[config.mk]
export PLATFORM = sky130hd
export DESIGN_NAME = uart_tx_io_flat
export DESIGN_NICKNAME = d
export VERILOG_FILES = /design/src/rtl/uart_tx_io_if.sv /design/src/rtl/uart_tx_io.sv /design/src/flat_wrapper.sv
export SDC_FILE = /design/constraint.sdc
export NUM_CORES = 1
export LEC_CHECK = 0
export ABC_AREA = 1
export CAP_MARGIN = 20
export CORE_MARGIN = 2
export CORE_UTILIZATION = 55
export DETAILED_ROUTE_END_ITERATION = 8
export GPL_TIMING_DRIVEN = 0
export MAX_ROUTING_LAYER = met4
export PLACE_DENSITY = 0.87
export RECOVER_POWER = 25
export SYNTH_ARGS = -nofsm -noshare
export SYNTH_HDL_FRONTEND = slang
export SYNTH_SLANG_ARGS = --single-unit
[constraint.sdc]
create_clock -name clk -period 6.49 [get_ports clk]
set_clock_uncertainty 0.05 [all_clocks]
set_input_delay 1.298 -clock clk [delete_from_list [all_inputs] [get_ports clk]]
set_output_delay 1.298 -clock clk [all_outputs]
set_load 0.01 [all_outputs]
[src/rtl/uart_tx_io_if.sv]
// rtl/uart_tx_io_if.sv - Bus-side signal bundle of the memory-mapped UART transmitter.
interface uart_tx_io_if #(
    parameter int DW = 16,
    parameter int AW = 13
);
    logic [DW-1:0] din;
    logic [AW-1:0] addr;
    logic          we;
    logic [DW-1:0] dout;

    modport master (output din, output addr, output we, input dout);
    modport slave  (input din, input addr, input we, output dout);
endinterface

[src/rtl/uart_tx_io.sv]
// rtl/uart_tx_io.sv - Memory-mapped UART transmitter: TX FIFO, baud FSM, registered reads.
// Optional even-parity bit enabled by defining UART_PARITY_EN.
module uart_tx_io #(
    parameter int            DW      = 16,
    parameter int            AW      = 13,
    parameter int            FIFO_AW = 3,
    parameter logic [DW-1:0] DIV_RST = 16'd103
) (
    input  logic         clk,
    input  logic         rst,
    uart_tx_io_if.slave  bus,
    output logic         tx
);

`ifdef UART_PARITY_EN
    localparam logic PARITY_EN = 1'b1;
`else
    localparam logic PARITY_EN = 1'b0;
`endif

    localparam logic [FIFO_AW:0]   FULL_CNT = {1'b1, {FIFO_AW{1'b0}}};
    localparam logic [FIFO_AW:0]   CNT_ONE  = (FIFO_AW+1)'(1);
    localparam logic [FIFO_AW-1:0] PTR_ONE  = FIFO_AW'(1);
    localparam logic [DW-1:0]      DW_ONE   = DW'(1);

    typedef enum logic [2:0] {
        S_IDLE,
        S_START,
        S_DATA,
`ifdef UART_PARITY_EN
        S_PARITY,
`endif
        S_STOP
    } state_t;

    state_t              state_q, state_d;
    logic [DW-1:0]       cnt_q, cnt_d;
    logic [2:0]          bit_idx_q, bit_idx_d;
    logic [7:0]          byte_q, byte_d;
    logic                tx_q, tx_d;
    logic [DW-1:0]       div_q, div_d;
    logic                ovf_q, ovf_d;
    logic [DW-1:0]       dout_q, dout_d;
    logic [FIFO_AW-1:0]  wr_ptr_q, wr_ptr_d;
    logic [FIFO_AW-1:0]  rd_ptr_q, rd_ptr_d;
    logic [FIFO_AW:0]    count_q, count_d;
    logic [7:0]          mem_q [0:(1<<FIFO_AW)-1];
    logic [7:0]          mem_d [0:(1<<FIFO_AW)-1];

    logic empty, full, busy, push, pop, bit_end, wr_data;

    assign empty   = (count_q == '0);
    assign full    = (count_q == FULL_CNT);
    assign busy    = (state_q != S_IDLE) || !empty;
    assign bit_end = (cnt_q == '0);
    assign wr_data = bus.we && (bus.addr == AW'(0));
    // Full is judged on the pre-edge count, so a same-cycle pop never rescues a push.
    assign push    = wr_data && !full;

    always_comb begin
        state_d   = state_q;
        cnt_d     = cnt_q;
        bit_idx_d = bit_idx_q;
        byte_d    = byte_q;
        pop       = 1'b0;
        case (state_q)
            S_IDLE: begin
                if (!empty) begin
                    pop     = 1'b1;
                    byte_d  = mem_q[rd_ptr_q];
                    cnt_d   = div_q;
                    state_d = S_START;
                end
            end
            S_START: begin
                if (bit_end) begin
                    cnt_d     = div_q;
                    bit_idx_d = 3'd0;
                    state_d   = S_DATA;
                end else begin
                    cnt_d = cnt_q - DW_ONE;
                end
            end
            S_DATA: begin
                if (bit_end) begin
                    cnt_d = div_q;
                    if (bit_idx_q == 3'd7) begin
`ifdef UART_PARITY_EN
                        state_d = S_PARITY;
`else
                        state_d = S_STOP;
`endif
                    end else begin
                        bit_idx_d = bit_idx_q + 3'd1;
                    end
                end else begin
                    cnt_d = cnt_q - DW_ONE;
                end
            end
`ifdef UART_PARITY_EN
            S_PARITY: begin
                if (bit_end) begin
                    cnt_d   = div_q;
                    state_d = S_STOP;
                end else begin
                    cnt_d = cnt_q - DW_ONE;
                end
            end
`endif
            S_STOP: begin
                // A queued byte starts its frame straight from the stop bit, no idle gap.
                if (bit_end) begin
                    if (!empty) begin
                        pop     = 1'b1;
                        byte_d  = mem_q[rd_ptr_q];
                        cnt_d   = div_q;
                        state_d = S_START;
                    end else begin
                        cnt_d   = '0;
                        state_d = S_IDLE;
                    end
                end else begin
                    cnt_d = cnt_q - DW_ONE;
                end
            end
            default: state_d = S_IDLE;
        endcase
    end

    always_comb begin
        tx_d = 1'b1;
        case (state_q)
            S_START:  tx_d = 1'b0;
            S_DATA:   tx_d = byte_q[bit_idx_q];
`ifdef UART_PARITY_EN
            S_PARITY: tx_d = ^byte_q;
`endif
            default:  tx_d = 1'b1;
        endcase
    end

    always_comb begin
        mem_d    = mem_q;
        wr_ptr_d = wr_ptr_q;
        rd_ptr_d = rd_ptr_q;
        count_d  = count_q;
        if (push) begin
            mem_d[wr_ptr_q] = bus.din[7:0];
            wr_ptr_d        = wr_ptr_q + PTR_ONE;
        end
        if (pop) begin
            rd_ptr_d = rd_ptr_q + PTR_ONE;
        end
        case ({push, pop})
            2'b10:   count_d = count_q + CNT_ONE;
            2'b01:   count_d = count_q - CNT_ONE;
            default: count_d = count_q;
        endcase
    end

    always_comb begin
        div_d = div_q;
        ovf_d = ovf_q;
        if (wr_data && full) begin
            ovf_d = 1'b1;
        end
        if (bus.we && (bus.addr == AW'(1)) && bus.din[3]) begin
            ovf_d = 1'b0;
        end
        if (bus.we && (bus.addr == AW'(2))) begin
            div_d = bus.din;
        end
        case (bus.addr)
            AW'(1):  dout_d = {{(DW-5){1'b0}}, PARITY_EN, ovf_q, empty, full, busy};
            AW'(2):  dout_d = div_q;
            AW'(3):  dout_d = DW'(count_q);
            default: dout_d = '0;
        endcase
    end

    always_ff @(posedge clk) begin
        if (rst) begin
            state_q   <= S_IDLE;
            cnt_q     <= '0;
            bit_idx_q <= 3'd0;
            byte_q    <= 8'd0;
            tx_q      <= 1'b1;
            div_q     <= DIV_RST;
            ovf_q     <= 1'b0;
            dout_q    <= '0;
            wr_ptr_q  <= '0;
            rd_ptr_q  <= '0;
            count_q   <= '0;
        end else begin
            state_q   <= state_d;
            cnt_q     <= cnt_d;
            bit_idx_q <= bit_idx_d;
            byte_q    <= byte_d;
            tx_q      <= tx_d;
            div_q     <= div_d;
            ovf_q     <= ovf_d;
            dout_q    <= dout_d;
            wr_ptr_q  <= wr_ptr_d;
            rd_ptr_q  <= rd_ptr_d;
            count_q   <= count_d;
        end
    end

    // FIFO storage needs no reset; the pointers and count define its contents.
    always_ff @(posedge clk) begin
        mem_q <= mem_d;
    end

    assign bus.dout = dout_q;
    assign tx       = tx_q;

endmodule

[src/flat_wrapper.sv]
// flat-port wrapper written by rule: the top's interface ports become plain ports
module uart_tx_io_flat 
#(
    parameter int            DW      = 16,
    parameter int            AW      = 13,
    parameter int            FIFO_AW = 3,
    parameter logic [DW-1:0] DIV_RST = 16'd103
)
  (clk, rst, tx, bus_din, bus_addr, bus_we, bus_dout);
  uart_tx_io_if #(.DW(DW), .AW(AW)) bus_i ();
  input  logic clk;
  input  logic rst;
  output logic tx;
  input wire logic [$bits(bus_i.din)-1:0] bus_din;
  input wire logic [$bits(bus_i.addr)-1:0] bus_addr;
  input wire logic [$bits(bus_i.we)-1:0] bus_we;
  output wire logic [$bits(bus_i.dout)-1:0] bus_dout;
  assign bus_i.din = bus_din;
  assign bus_i.addr = bus_addr;
  assign bus_i.we = bus_we;
  assign bus_dout = bus_i.dout;
  uart_tx_io #(.DW(DW), .AW(AW), .FIFO_AW(FIFO_AW), .DIV_RST(DIV_RST)) u_core (.clk(clk), .rst(rst), .bus(bus_i), .tx(tx));
endmodule
**Sizing map**

(4 px per µm)
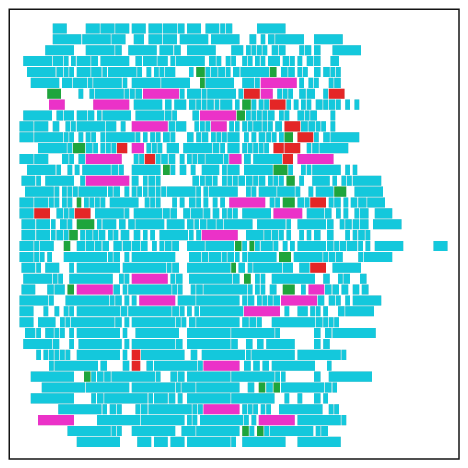
drive 2 -> green  # cells 29
drive 1 or less -> cyan  # cells 771
drive 6 and up -> magenta  # cells 26
drive 3 to 4 -> red  # cells 16

**Signal wires on met3**

(2 px per µm)
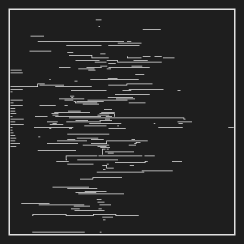
nets with wire on the layer = 120
main direction = horizontal
share of all routed wire = 9.5%

**The metal 2 layer**

(2 px per µm) Cells faint in the background.
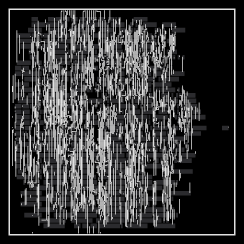
main direction = vertical
nets with wire on the layer = 704
share of all routed wire = 46%
longest straight run = 70.4 µm

**Gate families picked out**

(4 px per µm)
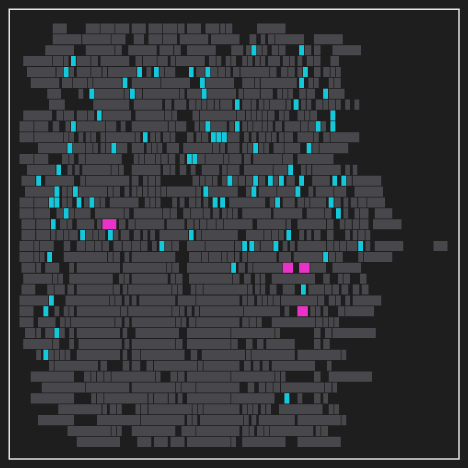
inverters -> cyan  # cells 79
AND-OR and OR-AND gates -> magenta  # cells 4

**Routing congestion map**

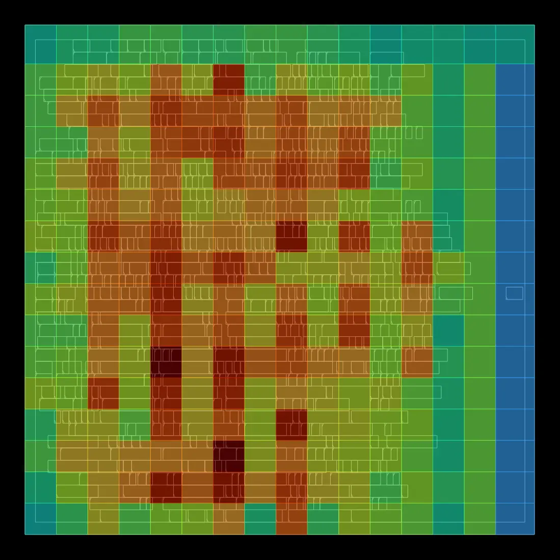
met3 global-route usage: 6.53%
drt wl/cell: 15.7 µm
final design utilization: 66.8%

==> metrics.cfg <==
[status]
status = finished clean

[worst_setup_path]
cp.required_ps = 6740
cp-end-kind = flip-flop
crit_path_start_kind = input port
arrival_ps = 3830
cpMostUsedCell = ha_1
crit_fanout = 9
slowest_delay_ps = 440
path_depth = 12
cp-endpoint = u_core.count_q[2]
reg2regPathDepth = 17
worstPathCellList = clkdlybuf4s50_1 -> nor2_4 -> nand2_1 -> nor2_1 -> nand4_2 -> ha_1 -> xor2_1 -> ha_1 -> a21oi_1 -> xnor2_1 -> o21ai_0 -> inv_1
path_buffers = 2
crit_start = bus_addr[3]
r2r_end = u_core.count_q[2]
worstSetupPathType = in2reg
slowest_stage = clkdlybuf4s50_1
reg2reg_slack_ps = 3620
worstReg2RegStart = u_core.cnt_q[0]

[cells_and_area]
largest_reg_flops = 64
syn_to_final_growth_pct = 18.8
logic_gates = 520
instances_no_fill = 985
num_antenna_cells = 0
nets = 875
sh_seq_area_pct = 44.3
inverters_excl_clock = 79
dominant_cells = registers
clock_cell_area_share_pct = 7.46
comb_area_um2 = 2610
seq_area_um2 = 3380
flop-count = 137
buffer_area_share_pct = 7.82
final_cell_mix = nor2_1 (139), nand2_1 (129), inv_1 (74), o21ai_0 (73), dfxtp_1 (73)
layout_top_cell = nor2_1
drive_above_1_share_pct = 8.43
sh_comb_area_pct = 34.1

[routing]
route.met3.wl_mm = 1.47
drt_pass1_iterations = 6
viasPerCell = 5.63
wl_met2_mm = 7.14
met1_length_mm = 6.57
antenna_left = 0
drt_iter0_drc = 724
dr.max_layer_used = met4

[timing]
setup_viol_count_final = 0
tns_ps = 0
finalCritPeriodShare_pct = 55.2
relSlewSlack_pct = 47.9
slew_viol_final = 0
worstMarginPinSlew_ps = 779
max_freq_ghz = 0.279
fin_crit_ps = 3580
hold_ws_ps = 428

[placement]
dp_slack_ps = 2640
placed_cell_area_um2 = 7060
portBuffers = 46

[logic_synthesis]
yosys.area_share.adder_pct = 2.73
synth_top_cell_by_count = nor2_1
synth_area_per_cell_um2 = 8.40
async_flop_share_pct = 0
edf_count = 64
simple_gate_share_pct = 25.4
synth_stat.cells = 764
ys_sh_xor_pct = 1.77
yosysTopAreaCellShare_pct = 29.9
postSynthSeqShare_pct = 52.7
flop_cell = dfxtp_1
largest_area_cell = edfxtp_1
ys_types = 38
synth_nets = 810
topCellsByArea = edfxtp_1 (30%), dfxtp_1 (23%), nor2_1 (8.1%)
syn_area_um2 = 6420
top_cells_by_count = nor2_1 (139), nand2_1 (129), inv_1 (74), dfxtp_1 (73), o21ai_0 (73)

[power_and_ir_drop]
sequentialPower_w = 0.00106
seq_power_share_pct = 33.1
p_switching_w = 0.00126
pg_clk_w = 0.000928
ir_drop_mv = 0.251
power_density_nw_per_um2 = 419
p_sw_share_pct = 39.2
total_power_w = 0.00320
p_comb_share_pct = 37.9

[clocking]
clock_latency_ps = 420
cts_resized = 0
cts_tree = built
postCtsSetupBuffers = 0
path_clk_slew_ps = 60
clockRootBuffer = clkbuf_16
clk_path_buf_depth = 2
cts_inserted_buffers = 17
clock-sinks = 137
cts_hold_buf = 0

[flow_run]
warning_count = 32
max_cap_violations = 0

[hold_path]
min_from = u_core.byte_q[6]
holdPathEnd = u_core.byte_q[6]

[global_route]
use_met1_pct = 35.1
overflow = 0
grt_pass1_wl_mm = 25.3
grt_pass1_vias = 5210
use_met2_pct = 39.9
track_usage_pct = 26.3
antenna_found_initial = 0
grt_max_degree = 17
grt.busiest_layer = met2

[die]
die-width_um = 112
row_count = 39

